==> run_1/flops_by_reg.png <==
Other sequential cells in the stronger gray, the rest of the logic in the fainter gray.
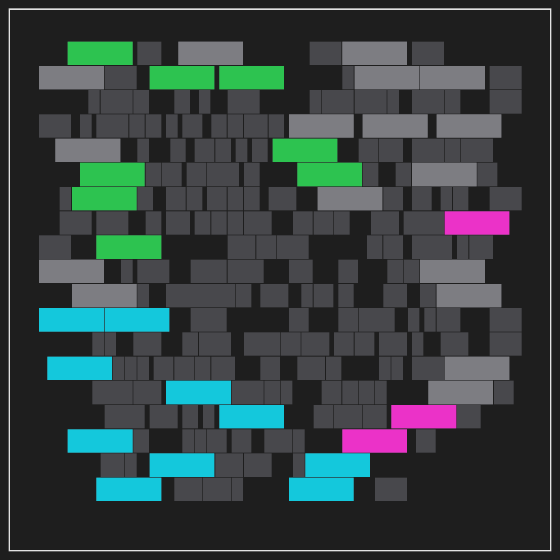
==> run_1/logic_types.png <==
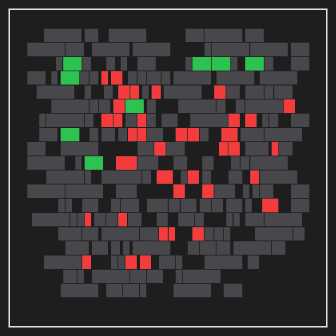
==> run_1/layer_met1.png <==
Supply wires on this layer in gray.
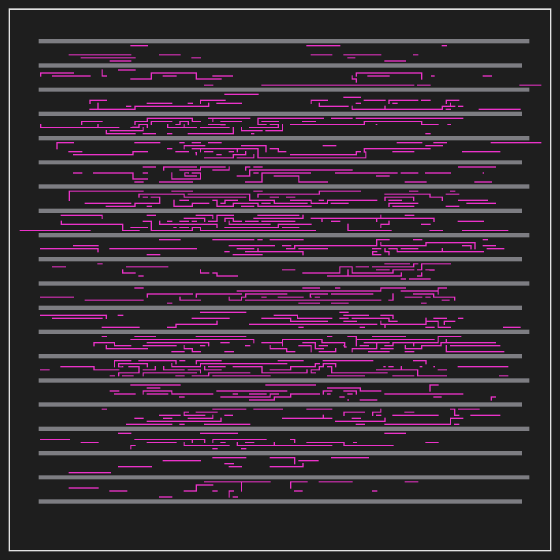
==> run_1/power_grid.png <==
Pins as bars on the die edge.
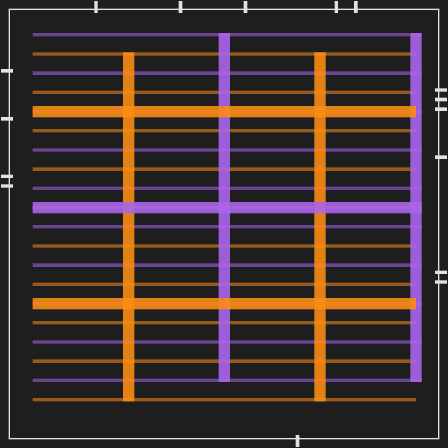
`config.mk`:
```
export PLATFORM = sky130hd
export DESIGN_NAME = uart_rx
export DESIGN_NICKNAME = d
export VERILOG_FILES = /design/src/rtl/uart_rx.sv
export SDC_FILE = /design/constraint.sdc
export NUM_CORES = 1
export LEC_CHECK = 0
export CORE_MARGIN = 3
export CORE_UTILIZATION = 60
export DETAILED_ROUTE_END_ITERATION = 7
export GPL_ROUTABILITY_DRIVEN = 0
export PLACE_DENSITY_LB_ADDON = 0.2
export SLEW_MARGIN = 5
export SYNTH_ARGS = -nofsm -noshare
export SYNTH_HDL_FRONTEND = slang
export SYNTH_SLANG_ARGS = --single-unit
```
`constraint.sdc`:
```
create_clock -name clk -period 4.6 [get_ports clk]
set_input_delay 1.15 -clock clk [delete_from_list [all_inputs] [get_ports clk]]
set_output_delay 1.15 -clock clk [all_outputs]
set_load 0.01 [all_outputs]
```
`src/rtl/uart_rx.sv`:
```
// uart_rx: 8N1 serial receiver. The line is synchronized, checked at mid-bit for
// start and stop, and each byte is offered downstream on a valid/ready handshake.
// A low stop bit parks the receiver in BREAK until the line returns high.
module uart_rx #(
    parameter int CLKS_PER_BIT = 868
) (
    input  logic       clk,
    input  logic       rst,
    input  logic       rx_data,
    output logic [7:0] data_o,
    output logic       valid_o,
    input  logic       ready_i,
    output logic       frame_err_o,
    output logic       overrun_o,
    output logic       busy_o
);

    localparam int CW = $clog2(CLKS_PER_BIT);
    localparam logic [CW-1:0] CNT_HALF = CW'(CLKS_PER_BIT / 2 - 1);
    localparam logic [CW-1:0] CNT_LAST = CW'(CLKS_PER_BIT - 1);

    typedef enum logic [2:0] {
        IDLE,
        START,
        DATA,
        STOP,
        BREAK
    } state_t;

    state_t        state;
    logic [CW-1:0] cnt;
    logic [2:0]    bit_idx;
    logic [7:0]    shreg;
    logic          rx_meta;
    logic          rx_s;

    // Two-flop synchronizer; resets high so a reset never looks like a start bit.
    always_ff @(posedge clk) begin
        if (rst) begin
            rx_meta <= 1'b1;
            rx_s    <= 1'b1;
        end else begin
            rx_meta <= rx_data;
            rx_s    <= rx_meta;
        end
    end

    // Receive FSM with registered handshake, pulse flags and busy indication.
    always_ff @(posedge clk) begin
        if (rst) begin
            state       <= IDLE;
            cnt         <= '0;
            bit_idx     <= '0;
            shreg       <= '0;
            data_o      <= '0;
            valid_o     <= 1'b0;
            frame_err_o <= 1'b0;
            overrun_o   <= 1'b0;
            busy_o      <= 1'b0;
        end else begin
            frame_err_o <= 1'b0;
            overrun_o   <= 1'b0;
            if (valid_o && ready_i) begin
                valid_o <= 1'b0;
            end

            case (state)
                IDLE: begin
                    cnt <= '0;
                    if (!rx_s) begin
                        state  <= START;
                        busy_o <= 1'b1;
                    end
                end

                START: begin
                    if (cnt == CNT_HALF) begin
                        cnt <= '0;
                        if (!rx_s) begin
                            state   <= DATA;
                            bit_idx <= '0;
                        end else begin
                            state  <= IDLE;
                            busy_o <= 1'b0;
                        end
                    end else begin
                        cnt <= cnt + CW'(1);
                    end
                end

                DATA: begin
                    if (cnt == CNT_LAST) begin
                        cnt            <= '0;
                        shreg[bit_idx] <= rx_s;
                        bit_idx        <= bit_idx + 3'd1;
                        if (bit_idx == 3'd7) begin
                            state <= STOP;
                        end
                    end else begin
                        cnt <= cnt + CW'(1);
                    end
                end

                STOP: begin
                    if (cnt == CNT_LAST) begin
                        cnt <= '0;
                        if (rx_s) begin
                            data_o    <= shreg;
                            valid_o   <= 1'b1;
                            overrun_o <= valid_o && !ready_i;
                            state     <= IDLE;
                            busy_o    <= 1'b0;
                        end else begin
                            frame_err_o <= 1'b1;
                            state       <= BREAK;
                        end
                    end else begin
                        cnt <= cnt + CW'(1);
                    end
                end

                BREAK: begin
                    cnt <= '0;
                    if (rx_s) begin
                        state  <= IDLE;
                        busy_o <= 1'b0;
                    end
                end

                default: begin
                    state  <= IDLE;
                    cnt    <= '0;
                    busy_o <= 1'b0;
                end
            endcase
        end
    end

endmodule
```
==> design notes, run 1 <==
The floorplan die area came out at 3680 µm². For the worst reg-to-reg path, the endpoint reported by OpenROAD is shreg[0]$_SDFFE_PP0P_. The floorplan step set the die width to 60.6 µm. After synthesis the cells add up to 1790 µm². In this run the clock root is driven by a sky130_fd_sc_hd__clkbuf_4. The final-layout clock-cell area share is 0.0230, and the clock-pin slew on the worst setup and hold paths is 100 ps. The library cell used most frequently in the layout, excluding fill and tap cells, is sky130_fd_sc_hd__dfxtp_1. For the post-cts sizing count, the log shows 0. Register with the highest flop count: cnt. The total of warnings raised by yosys came out at 0. For the final database, setup skew stands at 0.942 ps. The type of destination of the critical path is a flip-flop.

The worst setup path is launched from an input pin. The report lists the number of standard-cell rows as 19. After detailed placement, the design holds a cell count of 233.

The script logs the mean routed wire length per placed instance as 14.5 µm. Clock latency on the worst-skew pair, taken at its later pin, is 350 ps. For the wire length of the first global-routing pass, the log shows 5900 µm.

The register with the most flip-flops in the layout has 10 of them. The run gives 59 for the number of violations reported at the end of detailed-routing iteration 0. The global routing stage identified its most utilized layer as met2. The fraction of post-synthesis cell area in the top cell type by area was 0.425; the OpenROAD warning count was 27. Counting plain and timing-repair buffers in the layout gives 15. The final max-slew violation count recorded for this run is 0. The number of antenna diodes in the final layout is 0.

Ranked by total cell area, the synthesized netlist is headed by sky130_fd_sc_hd__dfxtp_1 42%, sky130_fd_sc_hd__nor2_1 5.5%, sky130_fd_sc_hd__mux2i_1 4.5%. After synthesis, the netlist uses 42 different library cells. The async set-reset flop share out of synthesis works out to 0. The aggregate routed wire length is 3470 µm, and the area of the synthesized netlist per yosys stat is 1790 µm².

The net count of the finished layout is 217. A synthesized cell averages 8.86 µm². The flow ran to the end, and the final reports show no timing, DRC or antenna violations.

Clock network power for this build is 0.157 mW. The routed layout reports a DRC error count of 0. In this run, post-CTS hold repair placed 0 buffers. The flow reports power dissipated in combinational cells as 0.0178 mW. The largest non-sequential cell family by area is simple AND/OR/NAND/NOR gates. Combinational group share of total power: 0.035. The largest single stage delay on the critical path is 930 ps. Cell type group with the largest total delay on the critical path: buffers and inverters. For the total number of sequential cells, the log shows 38. The report lists the cells along the critical path as clkdlybuf4s50_1 -> nor3_1 -> nand4_1 -> o21ai_0. STA shows the worst reg2reg path with a cell count of 5.

The run gives 172 µm for the met3 layer wire length in the routed design. The largest individual stage delay along the critical path comes from the cell sky130_fd_sc_hd__clkdlybuf4s50_1. The number of flops mapped to enable cells by yosys is 0. The non-clock inverters instantiated in the layout total 2. After synthesis, the design contains 202 cells according to Yosys.

By instance count after routing, the leading logic cell types are 38 x sky130_fd_sc_hd__dfxtp_1, 26 x sky130_fd_sc_hd__nor2_1, 15 x sky130_fd_sc_hd__clkdlybuf4s50_1. The tools report the number of antenna violations at the first check in global routing as 0. The run gives 240 for the number of cells in the finished layout apart from fillers. TritonCTS built the clock tree. The floorplan die height is 60.6 µm. Routed signal wires occupy layers up through met4. sky130_fd_sc_hd__dfxtp_1 takes more of the synthesized area than any other cell. Largest net degree at the start of global routing: 31.

For the fraction of power consumed by sequential logic, the log shows 0.657. 147 cells are multi-input combinational gates. After detailed routing, the met2 layer carries 1610 µm of wire. Looking at the gate-level netlist, the highest instance count belongs to sky130_fd_sc_hd__dfxtp_1. The logs give 1,327 for the number of global-route vias before repair and 2 for the deepest clock path buffer count.

Overall power consumption after layout is estimated at 0.510 mW. The setup TNS came out at 0 ps. The run gives 0.0447 for the mux share of post-synthesis cell area. Counting the fill cells in the layout gives 235. The worst hold path belongs to the class reg -> reg.

In the synthesized netlist the dominant register cell turns out to be sky130_fd_sc_hd__dfxtp_1. With the worst setup slack before clock tree synthesis at 1560 ps, the slew of the pin with the lowest slew margin is 1110 ps. Flop share of the area: 0.388.

The worst path in the final design needs a cycle of 2690 ps, including I/O delays and setup. The run gives 0.126 for the share of synthesized cell area in and-or and or-and compound cells. Number of hold violations in the final report: 0. The non-clock buffering overhead in the final layout is 0.0766, and the aggregate global routing overflow is 0. VDD sags by at most 200 µV.

The buffers inserted during post-CTS setup optimization is 0. The critical path class is in -> reg. With the worst slew margin relative to its limit at 0.252, the portion of total power attributed to the clock network is 0.308. The largest part of the power goes to registers. Summed over all cells, the static leakage comes to 0.662 nW. The total global-route track usage is 0.215. The power report lists cell-internal power as 0.397 mW.

The OpenROAD report gives the critical path a required time of 4880 ps.
About flops_by_reg.png:
cnt -> cyan  # sequential cells 10
shreg -> green  # sequential cells 8
state -> magenta  # sequential cells 3

About logic_types.png:
nand cells -> red  # cells 37
mux cells -> green  # cells 8

About layer_met1.png:
share of all routed wire = 47%
main direction = horizontal
nets with wire on the layer = 198
longest straight run = 17.0 µm

About power_grid.png:
VDD -> purple
VSS -> orange
rows = 19
met4 straps = 4
signal pins = 16

[run 1: through the flow]
step / hold slack (ps) / instance area [µm²] / util
finish: 418 / 1960 / 0.699
global route: 434 / 1960 / 0.699
CTS: 422 / 1960 / 0.699
detailed placement: 394 / 1920 / 0.683
global placement: 402 / 1920 / 0.683
floorplan: 389 / 1790 / -
[run 1: how the worst max path moves through the flow]
stage               startpoint                      end  slack (ps)  depth (start not counted)
floorplan                  rst   frame_err_o$_SDFF_PP0_        2760                          3
global placement           rst      busy_o$_SDFFE_PP0P_        1650                          4
detailed placement         rst  bit_idx[2]$_SDFFE_PP0P_        1560                          4
CTS                        rst  bit_idx[2]$_SDFFE_PP0P_        1930                          4
global route               rst  bit_idx[1]$_SDFFE_PP0P_        1720                          4
finish                     rst  bit_idx[2]$_SDFFE_PP0P_        1910                          4
==> run 2, diff against run 1 <==
CORE_UTILIZATION = 56   (was 60)
clock period = 2.6 ns   (was 4.6 ns; I/O delays follow)
==> run_2/flops_by_reg.png <==
Other sequential cells in the stronger gray, the rest of the logic in the fainter gray.
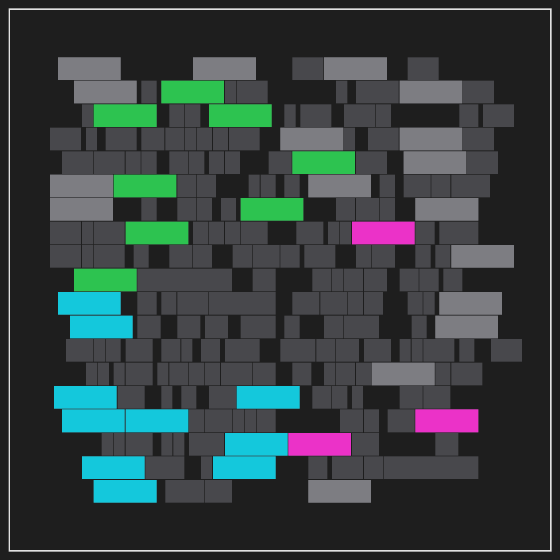
shreg -> green  # sequential cells 8
state -> magenta  # sequential cells 3
cnt -> cyan  # sequential cells 10, where lower left
not colored = 17

==> run 2 against run 1 <==
Compared with the run above: highest routed layer unchanged; die area grew 6.4%; via count rose by 1.9%; register-to-register slack worse by 1500 ps; cell area up 5.2%; critical endpoint is now busy_o$_SDFFE_PP0P_.
==> design notes, run 2 <==
The tools report the wire length of the first global-routing pass as 6700 µm. Setup repair after global routing left no endpoint under its margin. The clock buffer count from CTS was 5; the combinational group share of total power was 0.029. The fraction of power consumed by sequential logic was 0.518.

cnt holds more flip-flops than any other register. Entering global routing, the biggest net connects 23 pins. The power report lists the combinational group at 0.0326 mW. On the reported timing paths, the clock transition at the registers reads 110 ps. Per the timing report, the biggest fanout along the worst path comes to 5. STA classifies the critical path startpoint as a flip-flop. For the pin with the worst max-slew slack, the measured transition is 599 ps.

The sink of the worst hold path is rx_s$_SDFF_PP1_. The synthesis log from Yosys contains 0 warnings. After synthesis, the chip area reported by Yosys is 1790 µm². The tally of buffers added on design ports works out to 15. Row generation in the floorplan step produced 19 rows.

The worst setup path is captured at a flip-flop. The post-route core utilization is 0.711. With the initial cell density of the core at 0.617, the floorplan die height is 62.5 µm. With the logic depth of the worst path, buffers included at 4, the cell area after synthesis is 1790 µm². For the met1 routing resource usage after global routing, the log shows 0.260. The pre-antenna-repair detailed-routing pass consisted of 6 iterations. The total number of vias is 1,522. The most numerous cell in the Yosys netlist was sky130_fd_sc_hd__dfxtp_1. The number of hold violations in the final report was 0. In this run the deepest clock path goes through 2 buffers. Once placement finished, the instance area stood at 1950 µm². Yosys attributes the largest share of cell area to sky130_fd_sc_hd__dfxtp_1 42%, sky130_fd_sc_hd__nor2_1 5.5%, sky130_fd_sc_hd__mux2i_1 4.5%. In the final layout, the registers with the most flip-flops are cnt (10), data_o (8), shreg (8). According to the floorplan report, the die width is 62.5 µm. For this run, the final setup violation count is recorded as 0. The flow ran to the end, and the final reports show no timing, DRC or antenna violations. Per STA, the worst path accumulates the most delay in the family simple AND/OR/NAND/NOR gates.

The number of antenna violations at the first check in global routing was 0. The run gives 210 for the net count after synthesis. The power density over cell area came out at 555 nW/µm². Per STA, the worst path is made up of or3b_4 -> nor3_1 -> nand3_1 -> a221o_1.

Synthesis produced a netlist whose cell count is 202. The OpenROAD warning count works out to 27. The buffers inserted during post-CTS setup optimization came out at 0. Looking at the global route congestion table, the highest-usage layer is met2.

With the met2 usage in global routing at 0.342, the power in sequential cells is 0.593 mW. Looking at area per cell type in the netlist, the leader is sky130_fd_sc_hd__dfxtp_1. The worst register-to-register path ends at busy_o$_SDFFE_PP0P_. The run gives 4 for the number of cells on the worst reg-to-reg path.

In this run, synthesis produced a sequential element count of 38. The peak ir drop on the vdd network is 380 µV. The internal power of the cells totals 0.928 mW. The post-cts sizing count is 0. The net switching power in the latest report is 0.217 mW. With the total global-route track usage at 0.204, the fraction of post-synthesis cell area in the top cell type by area is 0.425.

The required time at the endpoint of the critical path came out at 2840 ps. The highest clock rate this design can be run at is 0.509 GHz. The critical path class is reg -> reg. On the final layout, the worst hold slack is 430 ps.

The run gives 0.0504 for the met3 global-route usage. The arrival time of data at the worst endpoint is listed as 2200 ps. Clock group total power: 0.519 mW. According to the timing report, the critical path is captured at busy_o$_SDFFE_PP0P_.

After synthesis, the design contains 202 cells according to Yosys. Leakage dissipation: 0.711 nW. Per the OpenROAD floorplan log, the area of the core is 2900 µm². The count of boundary I/O pins is 16, and the number of flops mapped to enable cells by yosys is 0. Global routing finished with a remaining overflow of 0. The finished cells cover 2060 µm².

In this design, the stage delay of the slowest critical-path cell is 530 ps. The register with the most flip-flops in the layout has 10 of them. 0 antenna diodes ended up in the layout.

For this run, the leading register cell type out of synthesis is sky130_fd_sc_hd__dfxtp_1. Each instance of the synthesized netlist takes up on average 8.86 µm². On the final layout, the worst clock skew is 8.17 ps. The critical path contains buffers and inverters numbering 0 combined. The final layout contains routed wiring with a total length of 3570 µm.

Clock latency on the worst-skew pair, taken at its later pin, is 340 ps. The async set-reset flop share out of synthesis is 0. The total number of H-tree levels was 2. TritonCTS built the clock tree.

The sequential element share of the synthesized area was 0.425; the number of global-route vias before repair was 1,470. With the fraction of layout cells with a size suffix above 1 at 0.0892, the total power consumption of the routed design is 1.14 mW. The most common library cell in the layout ignoring fill and taps was sky130_fd_sc_hd__dfxtp_1. The worst slew margin relative to its limit was 0.598. Ranked by power, first place goes to registers.

In this run the full chip footprint comes out at 3910 µm². After detailed routing, the number of vias per cell comes to 5.97. After clock tree synthesis, the flow added hold-fix buffers numbering 0. The run gives 0 ps as the setup TNS.

The run gives 220 as the count of nets after finishing. Routed wirelength normalized by instance count: 14.0 µm. In the layout the commonest cells are 38 x sky130_fd_sc_hd__dfxtp_1, 26 x sky130_fd_sc_hd__nor2_1, 15 x sky130_fd_sc_hd__clkdlybuf4s50_1. In the routed design, unresolved DRC markers number 0. Startpoint of the lowest-slack hold path: rx_meta$_SDFF_PP1_. Worst flop-to-flop path startpoint: cnt[8]$_SDFF_PP0_. The run gives 0 as the remaining number of nets flagged by the antenna check after routing. The worst hold-check path type was reg -> reg. After synthesis, the netlist uses 42 different library cells. Tracing the worst setup path back leads to its startpoint at cnt[8]$_SDFF_PP0_. Max-slew check failures listed in the final report amount to 0. Hold-critical path depth: 1. The master of the slowest instance on the critical path is sky130_fd_sc_hd__nor3_1. Final cycle utilization of the critical path: 0.756. The cell sitting at the root of the clock tree is a sky130_fd_sc_hd__clkbuf_4. The number of clock sinks seen by CTS is 38, and the reported max-cap violation count is 0. The time the final worst path needs with I/O delays and setup was 1970 ps. The proportion of total power due to net switching was 0.190; the half-perimeter wire length after placement was 2530 µm. For the portion of total power attributed to the clock network, the log shows 0.453. The run gives 122 for the number of violations reported at the end of detailed-routing iteration 0.

By count the netlist is led by 38 x sky130_fd_sc_hd__dfxtp_1, 26 x sky130_fd_sc_hd__nor2_1, 13 x sky130_fd_sc_hd__a21oi_1, 13 x sky130_fd_sc_hd__clkbuf_1, 11 x sky130_fd_sc_hd__nand3_1. The area overhead of the layout relative to synthesis came out at 15.2%. The setup check on the worst reg-to-reg path leaves a slack of 630 ps.
[run 2: through the flow]
stage	std cells	worst slack, ps
after CTS	255	652
final	255	635
after global placement	247	707
after detailed placement	247	659
after floorplan	202	860
after global routing	255	384
[run 2: final cells by class]
type,instances,area (µm²)
clock buffer,6,51.3
fill,232,837
sequential,38,761
tap,42,52.6
multi-input combinational,147,958
clock inverter,2,60.1
inverter,2,7.51
timing repair buffer,18,173
[run 2: per-layer routing]
layer  vias to the layer above  wire length [µm]
met1                       703              1610
met3                         9               242
li1                        753                 -
met2                        57              1670
met4                         0                57
met5                         -                 0
[run 2: cell families after synthesis]
family | synth area share
flops | 0.425
simple gates | 0.298
fa+ha+maj | 0.0280
xor+xnor | 0.0391
compound gates | 0.126
mux | 0.0447
buf+inv | 0.0398
Power is estimated from default activity; no workload was simulated.
